## src/rtl/stopwatch_bcd_core_pkg.sv

```systemverilog
// Shared constants for the MM:SS stopwatch: tick defaults, FSM encoding, BCD limits.
package stopwatch_bcd_core_pkg;
  localparam int CNT_W_DEF    = 26;
  localparam int TICK_VAL_DEF = 50000000;
  localparam int NUM_DIGITS   = 4;
  localparam int BCD_MAX9     = 9;
  localparam int BCD_MAX5     = 5;

  typedef enum logic [1:0] {
    ST_IDLE  = 2'd0,
    ST_RUN   = 2'd1,
    ST_PAUSE = 2'd2
  } sw_state_e;

  // Digit order in packed time vectors: [0]=sec_u, [1]=sec_t, [2]=min_u, [3]=min_t
  function automatic int digit_max(input int idx);
    return (idx % 2 == 0) ? BCD_MAX9 : BCD_MAX5;
  endfunction
endpackage

```

## src/rtl/stopwatch_bcd_core_bcd_digit_cnt.sv

```systemverilog
// One BCD digit counting 0..MAX; carry fires combinationally on the rollover increment.
module bcd_digit_cnt #(
  parameter int MAX = 9
) (
  input  logic       clk,
  input  logic       rst,
  input  logic       clr,
  input  logic       inc,
  output logic [3:0] digit,
  output logic       carry
);
  localparam logic [3:0] MAX_D = 4'(MAX);

  assign carry = inc && (digit == MAX_D);

  always_ff @(posedge clk) begin
    if (rst || clr)
      digit <= '0;
    else if (digit > MAX_D)
      digit <= '0;                 // out-of-range value self-heals to zero
    else if (inc)
      digit <= (digit == MAX_D) ? '0 : digit + 4'd1;
  end
endmodule

```

## src/rtl/stopwatch_bcd_core.sv

```systemverilog
// MM:SS BCD stopwatch driven by the upstream 1..TICK_VAL cycle counter, with run/pause, clear and lap hold.
module stopwatch_bcd_core
  import stopwatch_bcd_core_pkg::*;
#(
  parameter int CNT_W    = CNT_W_DEF,
  parameter int TICK_VAL = TICK_VAL_DEF
) (
  input  logic             clk,
  input  logic             rst,
  input  logic [CNT_W-1:0] cnt_in,
  input  logic             start_pause,
  input  logic             clear,
  input  logic             lap,
  output logic [3:0]       min_t,
  output logic [3:0]       min_u,
  output logic [3:0]       sec_t,
  output logic [3:0]       sec_u,
  output logic             running,
  output logic             held,
  output logic             tick_1hz,
  output logic             wrap
);
  sw_state_e                        state;
  logic                             sec_tick;
  logic [NUM_DIGITS-1:0]            inc;
  logic [NUM_DIGITS-1:0]            carry;
  logic [NUM_DIGITS-1:0][3:0]       live;
  logic [NUM_DIGITS-1:0][3:0]       snap;
  logic [NUM_DIGITS-1:0][3:0]       disp;

  assign sec_tick = (cnt_in == CNT_W'(TICK_VAL));
  // Pre-transition state decides whether this second counts; clear suppresses it.
  assign inc[0]   = sec_tick && (state == ST_RUN) && !clear;

  for (genvar i = 0; i < NUM_DIGITS; i++) begin : g_dig
    if (i > 0) begin : g_chain
      assign inc[i] = carry[i-1];
    end
    bcd_digit_cnt #(.MAX(digit_max(i))) u_dig (
      .clk   (clk),
      .rst   (rst),
      .clr   (clear),
      .inc   (inc[i]),
      .digit (live[i]),
      .carry (carry[i])
    );
  end

  always_ff @(posedge clk) begin
    if (rst) begin
      state    <= ST_IDLE;
      running  <= 1'b0;
      held     <= 1'b0;
      snap     <= '0;
      tick_1hz <= 1'b0;
      wrap     <= 1'b0;
    end else begin
      tick_1hz <= sec_tick;
      wrap     <= carry[NUM_DIGITS-1];
      if (clear) begin
        state   <= ST_IDLE;
        running <= 1'b0;
        held    <= 1'b0;
      end else begin
        if (lap) begin
          if (!held) snap <= live;   // captures value before any same-cycle increment
          held <= !held;
        end
        case (state)
          ST_IDLE, ST_PAUSE: if (start_pause) begin
            state   <= ST_RUN;
            running <= 1'b1;
          end
          ST_RUN: if (start_pause) begin
            state   <= ST_PAUSE;
            running <= 1'b0;
          end
          default: begin
            state   <= ST_IDLE;
            running <= 1'b0;
          end
        endcase
      end
    end
  end

  assign disp  = held ? snap : live;
  assign sec_u = disp[0];
  assign sec_t = disp[1];
  assign min_u = disp[2];
  assign min_t = disp[3];
endmodule

```

## config.mk

```make
export PLATFORM = sky130hd
export DESIGN_NAME = stopwatch_bcd_core
export DESIGN_NICKNAME = d
export VERILOG_FILES = /design/src/rtl/stopwatch_bcd_core_pkg.sv /design/src/rtl/stopwatch_bcd_core_bcd_digit_cnt.sv /design/src/rtl/stopwatch_bcd_core.sv
export SDC_FILE = /design/constraint.sdc
export NUM_CORES = 1
export LEC_CHECK = 0
export CAP_MARGIN = 20
export CELL_PAD_IN_SITES_DETAIL_PLACEMENT = 2
export CELL_PAD_IN_SITES_GLOBAL_PLACEMENT = 2
export CORE_ASPECT_RATIO = 0.8
export CORE_MARGIN = 2
export CORE_UTILIZATION = 26
export DETAILED_ROUTE_END_ITERATION = 10
export PLACE_DENSITY_LB_ADDON = 0.1
export SLEW_MARGIN = 10
export SYNTH_ARGS = -nofsm -noshare
export SYNTH_HDL_FRONTEND = slang
export SYNTH_SLANG_ARGS = --single-unit
```

## constraint.sdc

```tcl
create_clock -name clk -period 1.5 [get_ports clk]
set_input_delay 0.15 -clock clk [delete_from_list [all_inputs] [get_ports clk]]
set_output_delay 0.15 -clock clk [all_outputs]
set_load 0.01 [all_outputs]
```

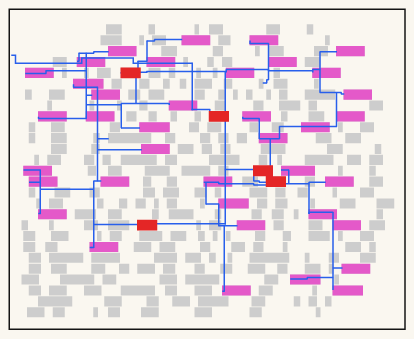
Fig. 1. Clock network drawn from the DEF (run 1).
(4 px per um)
Key: blue = clock wires [length 623 um]; red = clock drivers [count 5]; magenta = flip-flops [count 38]
There are 6 routed clock nets.
clk_lat worst skew: 300 ps
Clk. pwr: 0.884 mW
Worst Skew: 3.66 ps
Clk pwr share: 0.412

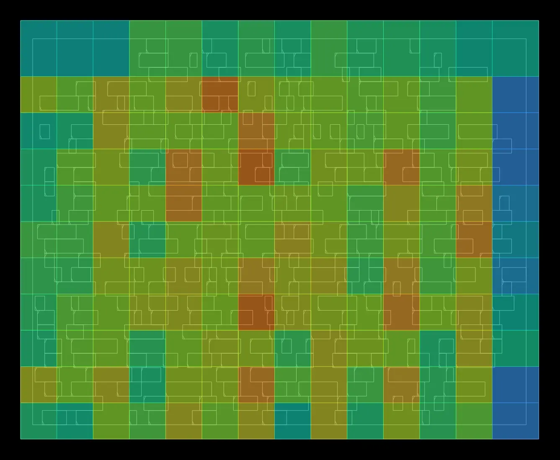
Fig. 2. Congestion heat map (run 1).
gr busiest metal: met2
Final Util: 0.445

==> reports/qor.csv, run 1 <==
stage,metric,value,unit
worst_setup_path,CP Launch Type,flop,
die,Chip Height,79.6,um
synthesis,Async SR Flop Fraction,0,
timing,post-route setup slack,2.13,ps
synthesis,Synth Area in Adders,0,
global_routing,global-route wire length before repair,9460,um
cells_and_area,Flops,38,
pwr,top power consumer group,registers,
cells_and_area,Non-clk invs,2,
synthesis,number of synthesized flops with an enable pin,0,
worst_hold_path,path category of the worst min-delay check,reg -> reg,
cells_and_area,Total Nets Final,310,
synthesis,Synth Seq Share,0.409,
route,initial drt markers,49,
global_routing,vias in the first global route,1831,
timing,fmax,668,MHz
synthesis,commonest cells in the netlist,"dfxtp_1, nor2_1, mux2i_1",
worst_setup_path,Worst Path Max Fanout,4,
placed_design,number of port buffers,50,
worst_setup_path,r2r worst-path depth,5,
cells_and_area,# clk buffers,7,
timing,Finish-stage setup viols,0,
synthesis,ys flop type,dfxtp_1,
cells_and_area,dominant kind of cell,logic gates,
cells_and_area,most frequent cells in the layout,"dfxtp_1, buf_4, nor2_1",
route,DRT met1 WL,2850,um
outcome,outcome,completed,
worst_setup_path,CP peak stage delay,350,ps
route,max layer used,met4,
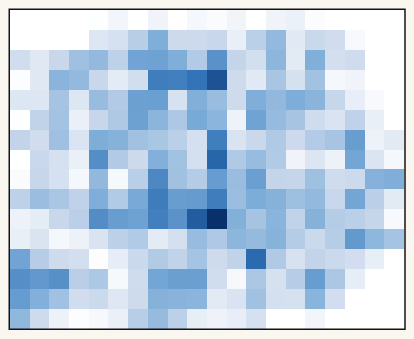
Fig. 3. Wire density map (run 1).
(4 px per um) The die is cut into 20 by 16 equal tiles; white is low, dark blue is high, scaled to the fullest tile. Values are wire area over tile area, all layers added.
13% of the tiles are nearly empty. The mean over all tiles is 0.12. The emptiest ninth of the die: top right. 13% of the tiles are over half the peak. The fullest tile reaches 0.42.
via count: 1,739
wire per inst: 15.9 um
final wirelength: 5840 um

Fig. 4: run 1, gate-type map
(6 px per um)
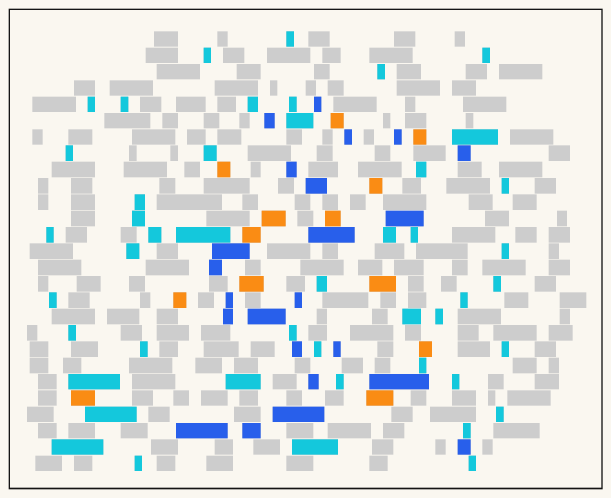

==> run 2, diff against run 1 <==
Settings changed: ABC_AREA set to 1, CELL_PAD_IN_SITES_DETAIL_PLACEMENT 2 to 1, CORE_UTILIZATION 26 to 23, CTS_CLUSTER_DIAMETER set to 40.
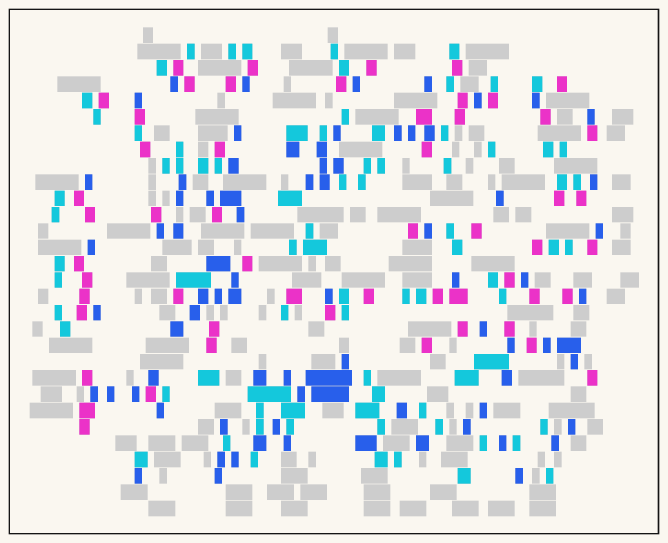
Fig. 5. Gate-type map (run 2).
(6 px per um)
Key: magenta = aoi and oai cells [cells 54]; cyan = nor cells [cells 80, where spread over the die]; blue = nand cells [cells 79]
most frequent logic cell in the layout: nand2_1
Comb/total area: 0.365

==> run 2 against run 1 <==
Routed wire length up 13%. Highest routed layer unchanged. Combinational power up 34%. Clock power down 17%. Utilization down 8.6 points.
==> reports/qor.csv, run 2 <==
stage,metric,value,unit
synthesis,number of synthesized flops with an enable pin,0,
timing,fmax,683,MHz
timing,final hold vios,0,
cells_and_area,# clk buffers,7,
route,wire per inst,13.3,um
pwr,Clk pwr share,0.349,
global_routing,vias in the first global route,2093,
cells_and_area,fin cells,494,
pwr,top power consumer group,registers,
cells_and_area,most frequent cells in the layout,"nand2_1, nor2_1, dfxtp_1",
worst_setup_path,Worst Path Max Fanout,6,
die,Chip Height,87.2,um
route,final wirelength,6580,um
synthesis,ys flop type,dfxtp_1,
clock_tree,clk_lat worst skew,290,ps
timing,Finish-stage setup viols,0,
global_routing,overall routing resource usage,0.147,
cells_and_area,Total Nets Final,412,
synthesis,Synth Area in Adders,0,
synthesis,Synth Seq Share,0.383,
cells_and_area,Final Util,0.359,
timing,Worst Skew,6.82,ps
cells_and_area,dominant kind of cell,logic gates,
worst_setup_path,Crit path buffers/inverters,2,
worst_hold_path,path category of the worst min-delay check,in -> reg,
worst_setup_path,Critical Path End,g_dig[3].u_dig.digit[0],
timing,post-route setup slack,35.8,ps
placed_design,number of port buffers,50,
route,DRT met1 WL,3440,um
route,max layer used,met4,
clock_tree,Clock Tree Buf Depth,2,
synthesis,commonest cells in the netlist,"nand2_1, nor2_1, dfxtp_1",
worst_setup_path,r2r endpoint,g_dig[3].u_dig.digit[0],
worst_setup_path,r2r worst-path depth,9,
global_routing,GR Util met2,0.222,
cells_and_area,Flops,38,
cells_and_area,number of diodes,0,
worst_setup_path,CP peak stage delay,330,ps
synthesis,Async SR Flop Fraction,0,
route,initial drt markers,51,
cells_and_area,Non-clk invs,39,
global_routing,gr busiest metal,met2,
synthesis,Post-Syn Area,1990,um2
die,FP Rows,30,
outcome,outcome,completed,
route,via count,2140,
pwr,Clk. pwr,0.737,mW
timing,Final Max Slew Viols,0,
worst_setup_path,CP Launch Type,flop,
global_routing,global-route wire length before repair,10600,um
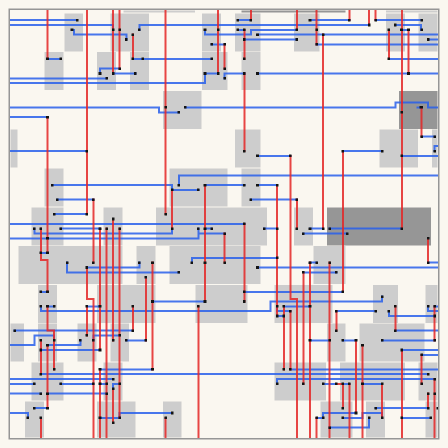
Fig. 6. Layout detail (run 2).
Window x 39 to 69, y 11 to 41 um. Cells in grey, sequential cells in the stronger grey; small squares are vias.
Key: blue = metal 1; red = metal 2
Sequential cells in the window: 1. 50 logic cells have their middle in the window. Most frequent: nor2_1 (11), nand2_1 (6), inv_1 (4). Netlist names of flops here include tick_1hz (1).

Power and IR drop assume default switching activity.
